Figure 1. Pin placement (run 1).
(2 px per um) Pins as bars across the die edge, other pins in gray.
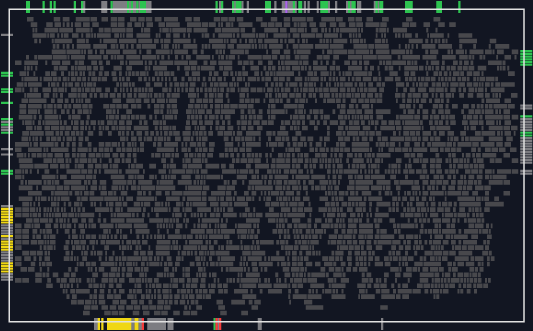
Figure 2. Zoomed window (run 1).
Window x 108 to 148, y 58 to 98 um. Cells in gray, sequential cells in the stronger gray; small squares are vias.
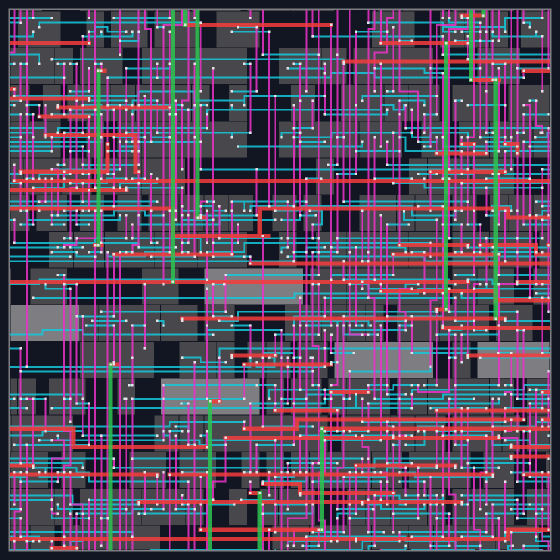
Figure 3. Met2 routing (run 1).
(2 px per um) Cells faint in the background.
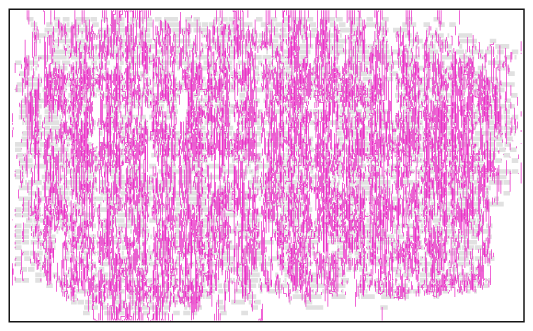
[config.mk]
export PLATFORM = sky130hd
export DESIGN_NAME = ex_muldiv_iter
export DESIGN_NICKNAME = d
export VERILOG_FILES = /design/src/rtl/ex_muldiv_iter.sv
export SDC_FILE = /design/constraint.sdc
export NUM_CORES = 1
export LEC_CHECK = 0
export CORE_ASPECT_RATIO = 0.6
export CORE_MARGIN = 2
export CORE_UTILIZATION = 60
export CTS_CLUSTER_SIZE = 12
export DETAILED_ROUTE_END_ITERATION = 10
export GPL_ROUTABILITY_DRIVEN = 0
export MAX_ROUTING_LAYER = met4
export PLACE_DENSITY = 0.82
export SETUP_SLACK_MARGIN = 0.02
export SYNTH_ARGS = -nofsm -noshare
export SYNTH_HDL_FRONTEND = slang
export SYNTH_SLANG_ARGS = --single-unit
[constraint.sdc]
create_clock -name clk -period 8.1 [get_ports clk]
set_clock_uncertainty 0.05 [all_clocks]
set_input_delay 1.62 -clock clk [delete_from_list [all_inputs] [get_ports clk]]
set_output_delay 1.62 -clock clk [all_outputs]
set_load 0.005 [all_outputs]
[src/rtl/ex_muldiv_iter.sv]
`default_nettype none
// ============================================================================
// Module   : ex_muldiv_iter
// Purpose  : Radix-2 iterative multiply / multiply-accumulate / divide engine
//            for the EX stage (MULT(U), MADD(U), MSUB(U), DIV(U)).
// Revision : 1.0 - initial release
// ============================================================================
module ex_muldiv_iter #(
  parameter int WIDTH = 32
) (
  input  logic                 clk,
  input  logic                 rst,
  input  logic                 start_i,
  input  logic                 annul_i,
  input  logic [2:0]           op_i,
  input  logic [WIDTH-1:0]     opdata1_i,
  input  logic [WIDTH-1:0]     opdata2_i,
  input  logic [2*WIDTH-1:0]   acc_i,
  output logic [2*WIDTH-1:0]   result_o,
  output logic                 ready_o,
  output logic                 busy_o,
  output logic                 div_zero_o
);

  localparam int CNT_W = $clog2(WIDTH) + 1;

  localparam logic [1:0] c_st_idle = 2'd0;
  localparam logic [1:0] c_st_calc = 2'd1;
  localparam logic [1:0] c_st_fix  = 2'd2;
  localparam logic [1:0] c_st_done = 2'd3;

  localparam logic [1:0] c_kind_mul  = 2'd0;
  localparam logic [1:0] c_kind_madd = 2'd1;
  localparam logic [1:0] c_kind_msub = 2'd2;
  localparam logic [1:0] c_kind_div  = 2'd3;

  logic [1:0]           r_state;
  logic [CNT_W-1:0]     r_cnt;
  logic [1:0]           r_kind;
  logic                 r_sign_a;
  logic                 r_sign_b;
  logic                 r_div_zero;
  logic [WIDTH-1:0]     r_oper;
  logic [2*WIDTH-1:0]   r_work;
  logic [2*WIDTH-1:0]   r_acc;
  logic [2*WIDTH-1:0]   r_result;

  // Operand decode at accept: signed ops are the even encodings.
  logic                 w_signed;
  logic [1:0]           w_kind;
  logic                 w_sa;
  logic                 w_sb;
  logic [WIDTH-1:0]     w_mag_a;
  logic [WIDTH-1:0]     w_mag_b;
  logic                 w_accept;

  assign w_signed = ~op_i[0];
  assign w_kind   = op_i[2:1];
  assign w_sa     = w_signed & opdata1_i[WIDTH-1];
  assign w_sb     = w_signed & opdata2_i[WIDTH-1];
  assign w_mag_a  = w_sa ? -opdata1_i : opdata1_i;
  assign w_mag_b  = w_sb ? -opdata2_i : opdata2_i;
  assign w_accept = start_i & ~annul_i;

  // Multiply step: r_work = {partial product, remaining multiplier bits}.
  logic [WIDTH:0]       w_mul_sum;
  logic [2*WIDTH-1:0]   w_mul_next;

  assign w_mul_sum  = {1'b0, r_work[2*WIDTH-1:WIDTH]} +
                      (r_work[0] ? {1'b0, r_oper} : {(WIDTH+1){1'b0}});
  assign w_mul_next = {w_mul_sum, r_work[WIDTH-1:1]};

  // Restoring divide step: r_work = {remainder, dividend/quotient bits}.
  logic [WIDTH:0]       w_div_top;
  logic [WIDTH:0]       w_div_diff;
  logic                 w_div_ge;
  logic [2*WIDTH-1:0]   w_div_next;

  assign w_div_top  = r_work[2*WIDTH-1:WIDTH-1];
  assign w_div_diff = w_div_top - {1'b0, r_oper};
  assign w_div_ge   = ~w_div_diff[WIDTH];
  assign w_div_next = {(w_div_ge ? w_div_diff[WIDTH-1:0] : w_div_top[WIDTH-1:0]),
                       r_work[WIDTH-2:0], w_div_ge};

  // Sign correction and accumulate, evaluated during FIX.
  logic                 w_neg;
  logic [2*WIDTH-1:0]   w_prod;
  logic [WIDTH-1:0]     w_quo;
  logic [WIDTH-1:0]     w_rem;
  logic [2*WIDTH-1:0]   w_fix;

  assign w_neg  = r_sign_a ^ r_sign_b;
  assign w_prod = w_neg ? -r_work : r_work;
  assign w_quo  = w_neg ? -r_work[WIDTH-1:0] : r_work[WIDTH-1:0];
  assign w_rem  = r_sign_a ? -r_work[2*WIDTH-1:WIDTH] : r_work[2*WIDTH-1:WIDTH];

  always_comb begin
    w_fix = w_prod;
    case (r_kind)
      c_kind_mul:  w_fix = w_prod;
      c_kind_madd: w_fix = r_acc + w_prod;
      c_kind_msub: w_fix = r_acc - w_prod;
      c_kind_div:  w_fix = {w_rem, w_quo};
      default:     w_fix = w_prod;
    endcase
  end

  always_ff @(posedge clk) begin
    if (rst) begin
      r_state    <= c_st_idle;
      r_cnt      <= '0;
      r_kind     <= '0;
      r_sign_a   <= 1'b0;
      r_sign_b   <= 1'b0;
      r_div_zero <= 1'b0;
      r_oper     <= '0;
      r_work     <= '0;
      r_acc      <= '0;
      r_result   <= '0;
    end else begin
      case (r_state)
        c_st_idle: begin
          if (w_accept) begin
            r_kind     <= w_kind;
            r_sign_a   <= w_sa;
            r_sign_b   <= w_sb;
            r_acc      <= acc_i;
            r_cnt      <= '0;
            r_div_zero <= 1'b0;
            if (w_kind == c_kind_div) begin
              r_oper <= w_mag_b;
              r_work <= {{WIDTH{1'b0}}, w_mag_a};
              if (opdata2_i == '0) begin
                r_div_zero <= 1'b1;
                r_result   <= '0;
                r_state    <= c_st_done;
              end else begin
                r_state    <= c_st_calc;
              end
            end else begin
              r_oper  <= w_mag_a;
              r_work  <= {{WIDTH{1'b0}}, w_mag_b};
              r_state <= c_st_calc;
            end
          end
        end
        c_st_calc: begin
          if (annul_i) begin
            r_state <= c_st_idle;
          end else begin
            r_work <= (r_kind == c_kind_div) ? w_div_next : w_mul_next;
            r_cnt  <= r_cnt + 1'b1;
            if (r_cnt == CNT_W'(WIDTH - 1)) begin
              r_state <= c_st_fix;
            end
          end
        end
        c_st_fix: begin
          if (annul_i) begin
            r_state <= c_st_idle;
          end else begin
            r_result <= w_fix;
            r_state  <= c_st_done;
          end
        end
        default: begin
          r_state <= c_st_idle;
        end
      endcase
    end
  end

  // A flush in DONE suppresses the pulse in that same cycle.
  assign ready_o    = (r_state == c_st_done) & ~annul_i;
  assign div_zero_o = ready_o & r_div_zero;
  assign busy_o     = (r_state != c_st_idle);
  assign result_o   = r_result;

endmodule
`default_nettype wire

==> qor.csv, run 1 <==
metric,value,unit
largest net degree at the start of global routing,106,
Commonest Layout Cell,nand2_1,
Setup crit start kind,flip-flop,
Storage cell area,4740,um2
CTS Hold Bufs,0,
sequential share of cell area,0.183,
CP max stage cell,nor4_2,
critical path class,reg2reg,
dpl cells,3726,
DR WL/cell,21.1,um
CP bufs+invs,0,
vias in the first global route,23199,
Mapped Cells,3208,
Mapped Nets,3482,
Critical R2R Launch,r_work[8],
Comb/total area,0.661,
cycle use final,0.911,
Avg Synthesized Cell Area,7.16,um2
Plain + repair buffers,229,
r2r worst-path depth,22,
Pre-Place Util,0.609,
Commonest flop,dfxtp_1,
Final ANT Viol Nets,0,
Logic pwr share,0.369,
Biggest consumer,combinational logic,
CTS tree,yes,
Synth flops,237,
"most used cell, CP",o21ai_0,
Slew headroom,0.129,
Late-Pin Clk Latency,0.58,ns
Post-CTS Resized,0,
Pre-Repair DR Iteration Count,6,
most frequent cells in the layout,"nand2_1, a21oi_1, nor2_1",
Synth cell types,93,
Root Buffer Master,clkbuf_16,
status,completed,
first-pass GRT wire length,124000,um
# DRC,0,
post-layout util,0.686,
Slew Limit Fails,0,
sequential cell count,237,
CP Data Required Time,8.47,ns
P_int,2430,uW
min setup slack post-route,0.724,ns
M3 GR Usage,0.0815,
initial detailed-routing violation count,3584,
seq pwr,1280,uW
CP Depth,22,
worst slew pin tran,1.30,ns
Pleak,0.00968,uW
ys async rst share,0,
CLK BUF,38,
Net Sw Frac,0.381,
Hold/Removal Path Class,reg2reg,
origin of the worst setup path,r_work[8],
"Cell Chain, Critical Path",nor4_1 > nand4_1 > nor4_2 > a21oi_1 > xnor2_1 > and4_1 > nand4_1 > nor4_4 > nor2_1 > xor2_1 > ha_1 > a21o_1 > a21o_1 > a21o_1 > a211oi_1 > o21ai_0 > a2bb2oi_1 > o21ai_0 > o21ai_0 > a2111oi_0 > o21ai_0 > a21oi_1,
diode count,0,
post-CTS setup buffers,0,
Yosys warnings,0,
Vias/cell,6.75,
WHS,0.403,ns
Back to the opening pictures, Figure 1:
port	color	pins	direction	edge
op_i	red	3	input	bottom
acc_i	green	64	input	44 top, 10 left, 9 right, 1 bottom
opdata2_i	yellow	32	input	17 bottom, 15 left
start_i	purple	1	input	top
all pins by edge	86 top, 44 left, 44 bottom, 28 right
chip height: 156 um
Port Buffers: 201
Die Wd: 257 um

Back to the opening pictures, Figure 2:
layer	color
metal 3	red
metal 2	magenta
metal 1	cyan
metal 4	green
sequential cells in the window	5
cells with their middle in the window	162
most frequent	nor2_1 (14), nand2_1 (14), xnor2_1 (13)
netlist names of flops here include	r_work (3), r_state (2)

Back to the opening pictures, Figure 3:
nets with wire on the layer	2998
wire length on this layer	33.5 mm
met2 Usage GRT: 0.582
routed via count: 25431
Routed WL: 79400 um

-- run 1: kinds of logic (layout without fill, tap and decap cells) --
kind of cell               Yosys count  in the layout  synth area share
AOI/OAI and AO/OA                 1047           1047             0.290
xor gates and xnor gates           318            318             0.123
buffers and inverters              315            363            0.0525
and+or+nand+nor                   1091           1091             0.225
muxes                               61             61            0.0269
adders and majority gates          139            139            0.0767
DFF                                237            237             0.207
-- run 1: cell usage after synthesis, types with 10 or more instances --
| master | instances | share of area |
|---|---|---|
| o211ai_1 | 61 | 0.020 |
| a31oi_1 | 53 | 0.014 |
| nor4_1 | 23 | 0.0063 |
| nor2_1 | 297 | 0.049 |
| buf_1 | 26 | 0.0042 |
| clkbuf_1 | 190 | 0.031 |
| nand3_1 | 62 | 0.014 |
| ha_1 | 136 | 0.074 |
| nand2b_1 | 26 | 0.0071 |
| a311oi_1 | 14 | 0.0053 |
| nor2b_1 | 29 | 0.0079 |
| mux2i_1 | 56 | 0.024 |
| o221ai_1 | 18 | 0.0069 |
| a22o_1 | 14 | 0.0053 |
| o31ai_1 | 34 | 0.011 |
| a211oi_1 | 41 | 0.013 |
| nor3_1 | 80 | 0.017 |
| o22ai_1 | 39 | 0.011 |
| nand2_1 | 390 | 0.064 |
| o21bai_1 | 17 | 0.0056 |
| and2_1 | 22 | 0.0060 |
| o21a_1 | 13 | 0.0042 |
| a22oi_1 | 56 | 0.018 |
| and3_1 | 26 | 0.0071 |
| dfxtp_1 | 237 | 0.21 |
| or3_1 | 32 | 0.0087 |
| xnor2_1 | 149 | 0.057 |
| a21oi_1 | 357 | 0.078 |
| nand4_1 | 37 | 0.010 |
| inv_1 | 88 | 0.014 |
| a21o_1 | 71 | 0.023 |
| o21ai_0 | 160 | 0.035 |
| a41oi_1 | 10 | 0.0038 |
| xor2_1 | 165 | 0.063 |
==> run 2, diff against run 1 <==
==> constraint.sdc (replaced) <==
create_clock -name clk -period 8.1 [get_ports clk]
set_clock_uncertainty 0.05 [all_clocks]
set_input_delay 1.62 -clock clk [delete_from_list [all_inputs] [get_ports clk]]
set_output_delay 1.62 -clock clk [all_outputs]
set_load 0.1 [all_outputs]
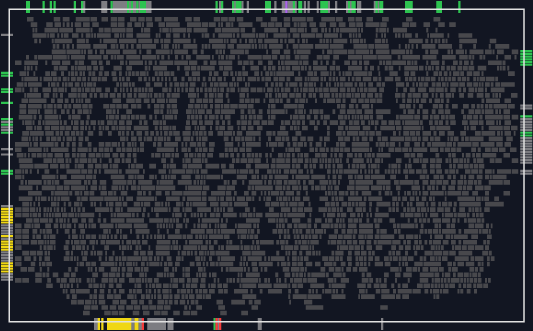
Figure 4: run 2, pin placement.
(2 px per um) Pins as bars across the die edge, other pins in gray.
port	color	pins	direction	edge
start_i	purple	1	input	top
op_i	red	3	input	bottom
acc_i	green	64	input	44 top, 10 left, 9 right, 1 bottom
opdata2_i	yellow	32	input	17 bottom, 15 left

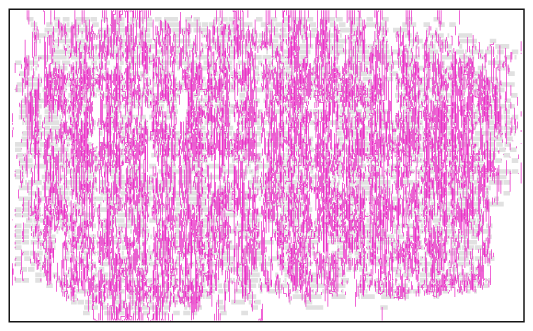
Figure 5: run 2, met2 routing.
(2 px per um) Cells faint in the background.
wire length on this layer	33.5 mm
share of all routed wire	42%

==> run 2 against run 1 <==
Sequential share of layout area unchanged. First-iteration DRC count unchanged. Final cell count unchanged. Worst hold slack unchanged. Synthesized area unchanged. Final area unchanged. Count of clock-buffer cells in the layout unchanged. Register-to-register slack about the same. Wire length unchanged. Utilization unchanged. Non-clock buffer count unchanged.
==> qor.csv, run 2 <==
metric,value,unit,change
status,completed,,unchanged
Pleak,0.00968,uW,unchanged
Post-synth EDFFs,0,,unchanged
Final ANT Viol Nets,0,,unchanged
"Min Clock Period, post-route",7.38,ns,unchanged
Port Buffers,201,,unchanged
Routed WL,79400,um,unchanged
dpl hpwl,59000,um,unchanged
CTS Buf Count,26,,unchanged
Slew Limit Fails,0,,unchanged
Late-Pin Clk Latency,0.58,ns,about the same
XORs/XNORs by Area,0.123,,unchanged
largest combinational cell category by area,AND-OR/OR-AND gates,,unchanged
setup violators final,0,,unchanged
largest net degree at the start of global routing,106,,unchanged
"Clk pin slew, worst setup/hold paths",0.06,ns,about the same
Synth flops,237,,unchanged
Pre-Place Util,0.609,,unchanged
Commonest Layout Cell,nand2_1,,unchanged
Top Usage Layer GRT,met2,,unchanged
yosys cell count,3208,,unchanged
floorplan row count,55,,unchanged
# DRC,0,,unchanged
Ports,202,,unchanged
min setup slack post-route,0.724,ns,unchanged
initial antenna violation count,0,,unchanged
number of max-cap violations,0,,unchanged
# fillers,3145,,unchanged
nets@finish,3515,,unchanged
synth-to-layout area growth,12.7,%,unchanged
CTS Buffer Depth,3,,unchanged
final hold vios,0,,unchanged
ys async rst share,0,,unchanged
diode count,0,,unchanged
Root Buffer Master,clkbuf_16,,unchanged
Place WS,1.02,ns,unchanged
synth cell count leaders,"nand2_1, a21oi_1, nor2_1",,unchanged
Yosys warnings,0,,unchanged
Pre-Repair DR Iteration Count,6,,unchanged
Slew headroom,0.129,,unchanged
Post-CTS Resized,0,,unchanged
Max IR drop VDD,174,uV,about the same
critical path class,reg2reg,,unchanged
CP Data Required Time,8.47,ns,about the same
Mux area share,0.0269,,unchanged
grt met1 use,0.527,,unchanged
M3 GR Usage,0.0815,,unchanged
die area,39900,um2,unchanged
number of clock sinks,237,,unchanged
"count leader, synth",nand2_1,,unchanged
Avg Synthesized Cell Area,7.16,um2,unchanged
post-layout util,0.686,,unchanged
share of cells above drive strength 1,0.0396,,unchanged
unrepaired setup endpoints after global routing,no,,unchanged
H-tree levels,1,,unchanged
Adder Area Share,0.0767,,unchanged
Synth cell types,93,,unchanged
first-pass GRT wire length,124000,um,unchanged
total gr overflow,0,,unchanged
cycle use final,0.911,,unchanged
pwr dens,152,nW/um2,about the same
Max Fclk,136,MHz,unchanged
Layout Cells excl Fill,3769,,unchanged
dpl cells,3726,,unchanged
vias in the first global route,23199,,unchanged
CP Capture Type,flip-flop,,unchanged
Die Wd,257,um,unchanged
Overall Power,3940,uW,was 3920 uW
chip height,156,um,unchanged
Mapped Nets,3482,,unchanged
core area,37700,um2,unchanged
post-route cell area,25900,um2,unchanged
most frequent cells in the layout,"nand2_1, a21oi_1, nor2_1",,unchanged
Post-Syn Area,23000,um2,unchanged
CTS tree,yes,,unchanged
crit-path max FO,12,,unchanged
Cell area leaders,"dfxtp_1, a21oi_1, ha_1",,unchanged
CTS Hold Bufs,0,,unchanged
placed cell area,25100,um2,unchanged
Log Warnings,33,,unchanged
Setup crit start kind,flip-flop,,unchanged
Post-Synth Simple-Gate Area,0.225,,unchanged
register share after synthesis,0.207,,unchanged
CP arrival,7.75,ns,about the same
worst slew pin tran,1.30,ns,unchanged
Max-area cell share,0.207,,unchanged
total negative slack,0,ns,unchanged
post-CTS setup buffers,0,,unchanged
YS chip area,23000,um2,unchanged
Commonest flop,dfxtp_1,,unchanged
WHS,0.403,ns,unchanged
aoi share,0.290,,unchanged
met2 Usage GRT,0.582,,unchanged
Mapped Cells,3208,,unchanged
Vias/cell,6.75,,unchanged
Hold/Removal Path Class,reg2reg,,unchanged
initial detailed-routing violation count,3584,,unchanged
routed via count,25431,,unchanged
largest area contributor in the netlist,dfxtp_1,,unchanged
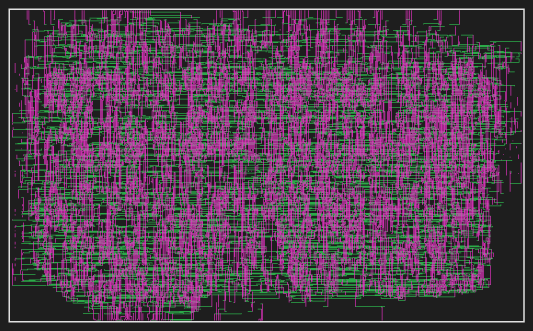
Figure 6: run 2, wiring by layer.
(2 px per um) Two of the layers only.
layer	color	wire length
metal 1	green	32.7 mm
metal 2	magenta	33.5 mm
DR WL/cell: 21.1 um
Global Route Usage Sum: 0.391

-- run 2: cell counts in the layout (fill, tap and decap cells not counted) --
No cell type changed its count.
-- run 2: kinds of logic after synthesis --
group	after synthesis
AOI/OAI and AO/OA	1047
xor gates and xnor gates	318
adders and majority gates	139
buffers and inverters	315
DFF	237
muxes	61
and+or+nand+nor	1091
-- run 2: power by group --
part           internal (uW)  switching [uW]
clock network            682             514
logic                    534             930
registers               1210            68.8
-- run 2: layout make-up --
class,count,area [um2],area share
Multi-Input combinational cell,2656,17100,0.661
Sequential cell,237,4740,0.183
Timing Repair Buffer,229,2220,0.0859
Clock buffer,38,767,0.0296
Tap cell,513,642,0.0248
Inverter,91,342,0.0132
Clock inverter,5,57.6,0.00222
-- run 2: worst max-delay path, cell delays in order, from the launching register on --
cell	delay (ns)
dfxtp_1	0.42
nor4_1	0.54
nand4_1	0.61
nor4_2	0.85
a21oi_1	0.19
xnor2_1	0.40
and4_1	0.34
nand4_1	0.31
nor4_4	0.50
nor2_1	0.11
xor2_1	0.17
ha_1	0.38
a21o_1	0.21
a21o_1	0.17
a21o_1	0.21
a211oi_1	0.28
o21ai_0	0.17
a2bb2oi_1	0.19
o21ai_0	0.14
o21ai_0	0.42
a2111oi_0	0.19
o21ai_0	0.27
a21oi_1	0.10
-- run 2: final timing paths --
check                                start      endpoint  slack (ns)  cells past startpoint
worst min-delay path            r_oper[20]    r_oper[20]        0.40                      2
worst min register to register  r_oper[20]    r_oper[20]        0.40                      2
worst max register to register   r_work[8]  result_o[59]        0.72                     22
worst max-delay path             r_work[8]  result_o[59]        0.72                     22
-- run 2: per-layer routing --
layer / share of wire / routed length, um
met3: 0.13 / 9980
met4: 0.041 / 3270
met1: 0.41 / 32700
met5: 0 / 0
met2: 0.42 / 33500
No activity file was given, so power comes from the tool's default toggle rates.
